[src/rtl/bus_pkg.sv]
// Shared constants and types for the 16-bit bus demultiplexer slice.
package bus_pkg;

  localparam int DEF_WIDTH = 16;
  localparam int DEF_CNT_W = 8;

  localparam logic SLOT0 = 1'b0;
  localparam logic SLOT1 = 1'b1;

  typedef enum logic {
    SLOT_EMPTY = 1'b0,
    SLOT_FULL  = 1'b1
  } slot_state_t;

endpackage

[src/rtl/out_slot.sv]
// One-entry output register slot with valid/ready drain side and a wrapping drain counter.
module out_slot
  import bus_pkg::*;
#(
  parameter int WIDTH = DEF_WIDTH,
  parameter int CNT_W = DEF_CNT_W
) (
  input  logic             clk,
  input  logic             reset,
  input  logic             load,
  input  logic [WIDTH-1:0] data_in,
  output logic [WIDTH-1:0] out_data,
  input  logic             out_ready,
  output logic             ready_up,
  output logic [CNT_W-1:0] count,
  output slot_state_t      state
);

  slot_state_t      state_q, state_d;
  logic [WIDTH-1:0] data_q;
  logic [CNT_W-1:0] count_q;
  logic             valid;
  logic             drain;

  assign valid    = (state_q == SLOT_FULL);
  assign drain    = valid & out_ready;
  // A draining slot can take a new word in the same cycle.
  assign ready_up = ~valid | out_ready;

  always_comb begin
    state_d = state_q;
    case (state_q)
      SLOT_EMPTY: if (load) state_d = SLOT_FULL;
      SLOT_FULL:  if (drain && !load) state_d = SLOT_EMPTY;
      default:    state_d = SLOT_EMPTY;
    endcase
  end

  always_ff @(posedge clk) begin
    if (reset) begin
      state_q <= SLOT_EMPTY;
      data_q  <= '0;
      count_q <= '0;
    end else begin
      state_q <= state_d;
      if (load) data_q <= data_in;
      if (drain) count_q <= count_q + CNT_W'(1);
    end
  end

  assign out_data = data_q;
  assign count    = count_q;
  assign state    = state_q;

endmodule

[src/rtl/bus_demux_1to2.sv]
// Registered 1-to-2 demultiplexer: steers each accepted word into one of two output slots.
module bus_demux_1to2
  import bus_pkg::*;
#(
  parameter int WIDTH = DEF_WIDTH,
  parameter int CNT_W = DEF_CNT_W
) (
  input  logic             clk,
  input  logic             reset,
  input  logic [WIDTH-1:0] in_data,
  input  logic             in_sel,
  input  logic             in_valid,
  output logic             in_ready,
  output logic [WIDTH-1:0] out0_data,
  output logic             out0_valid,
  input  logic             out0_ready,
  output logic [WIDTH-1:0] out1_data,
  output logic             out1_valid,
  input  logic             out1_ready,
  output logic [CNT_W-1:0] count0,
  output logic [CNT_W-1:0] count1
);

  // Handshake: a word moves on any rising edge where valid and ready are both 1;
  // the offering side holds data stable until then.
  logic        ready_up0, ready_up1;
  logic        accept, load0, load1;
  slot_state_t state0, state1;

  // Only the addressed slot gates acceptance, so a stall on one never blocks the other.
  assign in_ready = ~reset & ((in_sel == SLOT1) ? ready_up1 : ready_up0);
  assign accept   = in_valid & in_ready;
  assign load0    = accept & (in_sel == SLOT0);
  assign load1    = accept & (in_sel == SLOT1);

  out_slot #(.WIDTH(WIDTH), .CNT_W(CNT_W)) u_slot0 (
    .clk       (clk),
    .reset     (reset),
    .load      (load0),
    .data_in   (in_data),
    .out_data  (out0_data),
    .out_ready (out0_ready),
    .ready_up  (ready_up0),
    .count     (count0),
    .state     (state0)
  );

  out_slot #(.WIDTH(WIDTH), .CNT_W(CNT_W)) u_slot1 (
    .clk       (clk),
    .reset     (reset),
    .load      (load1),
    .data_in   (in_data),
    .out_data  (out1_data),
    .out_ready (out1_ready),
    .ready_up  (ready_up1),
    .count     (count1),
    .state     (state1)
  );

  assign out0_valid = (state0 == SLOT_FULL);
  assign out1_valid = (state1 == SLOT_FULL);

endmodule

[config.mk]
export PLATFORM = sky130hd
export DESIGN_NAME = bus_demux_1to2
export DESIGN_NICKNAME = d
export VERILOG_FILES = /design/src/rtl/bus_pkg.sv /design/src/rtl/out_slot.sv /design/src/rtl/bus_demux_1to2.sv
export SDC_FILE = /design/constraint.sdc
export NUM_CORES = 1
export LEC_CHECK = 0
export CAP_MARGIN = 5
export CORE_ASPECT_RATIO = 0.5
export CORE_MARGIN = 3
export CORE_UTILIZATION = 47
export CTS_CLUSTER_SIZE = 14
export DETAILED_ROUTE_END_ITERATION = 8
export MAX_ROUTING_LAYER = met4
export PLACE_DENSITY = 0.95
export SLEW_MARGIN = 20
export SYNTH_ARGS = -nofsm -noshare
export SYNTH_HDL_FRONTEND = slang
export SYNTH_HIERARCHICAL = 1
export SYNTH_SLANG_ARGS = --single-unit
export TNS_END_PERCENT = 1
[constraint.sdc]
create_clock -name clk -period 4.5 [get_ports clk]
set_input_delay 0.9 -clock clk [delete_from_list [all_inputs] [get_ports clk]]
set_output_delay 0.9 -clock clk [all_outputs]
set_load 0.01 [all_outputs]
Figure 1. Wire density map.
Bar = 20 um. 19 x 10 tiles, from dark blue (low) to red (high), scaled to the fullest tile. Values are wire area over tile area, all layers added.
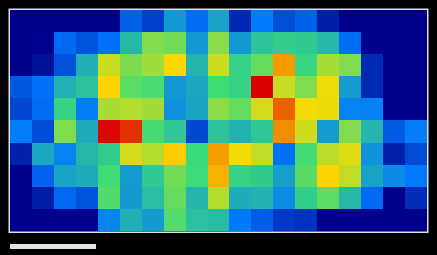
nearly empty tiles: 17%
mean over tiles: 0.15
fullest tile: 0.42

Figure 2. Clock nets.
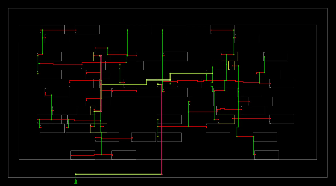
Flop Count: 50
CTS sink count: 50
Clock Power: 268 uW

Figure 3. Where the registers sit.
Bar = 20 um. Other sequential cells in the stronger grey, the rest of the logic in the fainter grey.
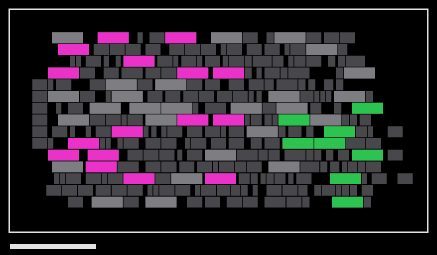
[magenta] `u_slot0/out_data` | sequential cells: 16
[green] `u_slot0/count` | sequential cells: 8
not coloured: 26

Figure 4. Pin placement.
Bar = 20 um. Pins as bars across the die edge, other pins in grey.
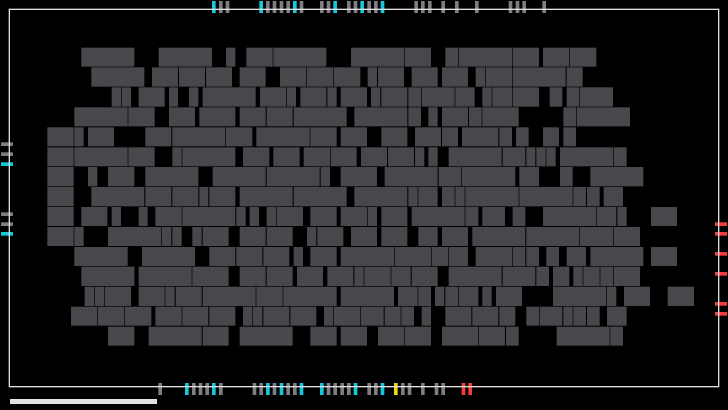
[red] `count0` | pins: 8 | direction: output | edge: 6 right, 2 bottom
[yellow] `in_sel` | pins: 1 | direction: input | edge: bottom
[cyan] `out0_data` | pins: 16 | direction: output | edge: 8 bottom, 6 top, 2 left
all pins by edge: 32 bottom, 29 top, 6 right, 6 left
height of the chip: 51.31 um
IO buf count: 72
Die W: 96.61 um

Figure 5. Met1 routing.
Bar = 20 um.
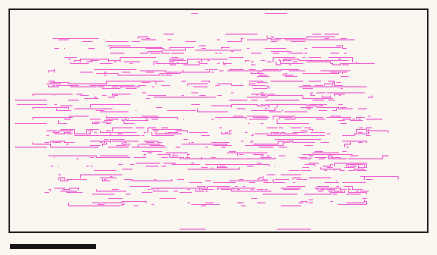
wire length on this layer: 1980 um
main direction: horizontal
longest straight run: 21.2 um
via count: 1643
total length of routed wires: 4819 um
GR Layer Usage met1: 0.2010

==> worst reg2reg max path: cells and delay by family, from the launching register on <==
family | cells | cell delay [ns]
mux | 1 | 0.28
buf+inv | 1 | 0.30
simple gates | 4 | 0.47
flops | 1 | 0.36
==> per-stage QoR <==
| step | std cells | hold WS [ns] | power [mW] | setup WS [ns] |
|---|---|---|---|---|
| after global routing | 322 | 0.5294 | 0.8444 | 1.147 |
| after detailed placement | 314 | 0.4755 | 0.5595 | 1.229 |
| after floorplan | 198 | 0.4959 | 0.5075 | 2.311 |
| after CTS | 322 | 0.4923 | 0.8197 | 1.228 |
| final | 322 | 0.4923 | 0.8169 | 1.233 |
| after global placement | 314 | 0.4617 | 0.5559 | 1.256 |
==> kinds of logic after synthesis <==
family                   count (synthesis)
AND-OR/OR-AND                           25
XOR/XNOR                                 4
adder cells (fa/ha/maj)                  2
buffers and inverters                   16
flip-flops                              50
multiplexers                            32
AND/OR/NAND/NOR                         69
==> routing by layer <==
| layer | vias to the layer above | wire length (um) | track usage |
|---|---|---|---|
| met4 | 0 | 51 | 0.07459 |
| met3 | 7 | 154 | 0.04632 |
| met5 | - | 0 | - |
| li1 | 818 | - | - |
| met2 | 30 | 2637 | 0.3801 |
| met1 | 788 | 1976 | 0.2010 |
==> sequential cells by signal, summed over array words and instances (netlist names) <==
signal / count
u_slot0/count: 8
u_slot0/out_data: 16
u_slot0/state: 1
u_slot1/count: 8
u_slot1/out_data: 16
u_slot1/state: 1
==> cells in the final DEF, fill, tap and decap left out, types with 3 or more instances in the layout <==
cell type        synthesis  routed
clkdlybuf4s50_1          0      71
nand2_1                  7       7
inv_1                    6       6
a21oi_1                 14      14
nor2_1                  38      36
o21ai_0                  8       8
mux2i_1                 32      32
or3_2                    4       4
dfxtp_1                 50      50
buf_4                    0       3
clkbuf_8                 0       6
nand3_1                  6       6
or3_1                    4       4
==> final timing paths <==
kind,from,end,slack (ns),cells after the start
max reg2reg,u_slot1/state,u_slot1/out_data[2],2.99,6
min reg2reg,u_slot0/count[7],u_slot0/count[7],0.49,2
min,u_slot0/count[7],u_slot0/count[7],0.49,2
max,out1_ready,in_ready,1.23,5
==> area by class of cell <==
type	instances	area, um^2	area share
flip-flops and latches	50	1001	0.3594
repair buffers	75	738.2	0.2650
well taps	51	63.81	0.02291
clock inverters	1	5.005	0.001797
clock buffers	7	86.33	0.03100
inverters	6	22.52	0.008086
multi-input cells	132	868.3	0.3118
==> power by group <==
part	internal, mW	switching, mW
logic	0.0504	0.0392
clock network	0.124	0.143
registers	0.453	0.00661
total	0.628	0.189
==> run_results.csv <==
group,metric,value,unit
synth,ys_seq_frac,0.5188,
synth,flop_cell,"dfxtp_1",
final_timing,period_needed,3.267,ns
floorplanning,fp-utilization,0.5245,
critical_path,crit_fanout,5,
floorplanning,coreArea,3679,um^2
synth,syn_nets,222,
outcome,status,"finished, final reports clean",
clock_network,ctsResizeCount,0,
cells_and_area,syn2layout_area_growth,44.36,%
synth,top_cell_area_share,0.5188,
synth,edf_count,0,
clock_network,numCtsBuffers,5,
clock_network,clockRootBuffer,"clkbuf_8",
power,power.leakage,0.9879,nW
run,warning_count,26,
global_routing,grt_pass1_wl,7652,um
clock_network,clk_pin_slew_worst_paths,0.09,ns
final_timing,slew_headroom,0.6575,
final_timing,worst_slew_pin_slew,0.5138,ns
final_timing,setup_viol_count_final,0,
clock_network,clk_path_buf_depth,2,
synth,syn_area_per_cell,9.744,um^2
clock_network,htreeDepth,2,
final_timing,rsz0062_at_grt,"no",
final_timing,slew_violations,0,
synth,async_reset_ff_frac,0,
cells_and_area,drive_gt1_frac,0.08118,
synth,ys_warn_count,6,
synth,ys_types,22,
floorplanning,dieArea,4957,um^2
Power figures rest on the tool's default switching activity, not on a simulated workload.
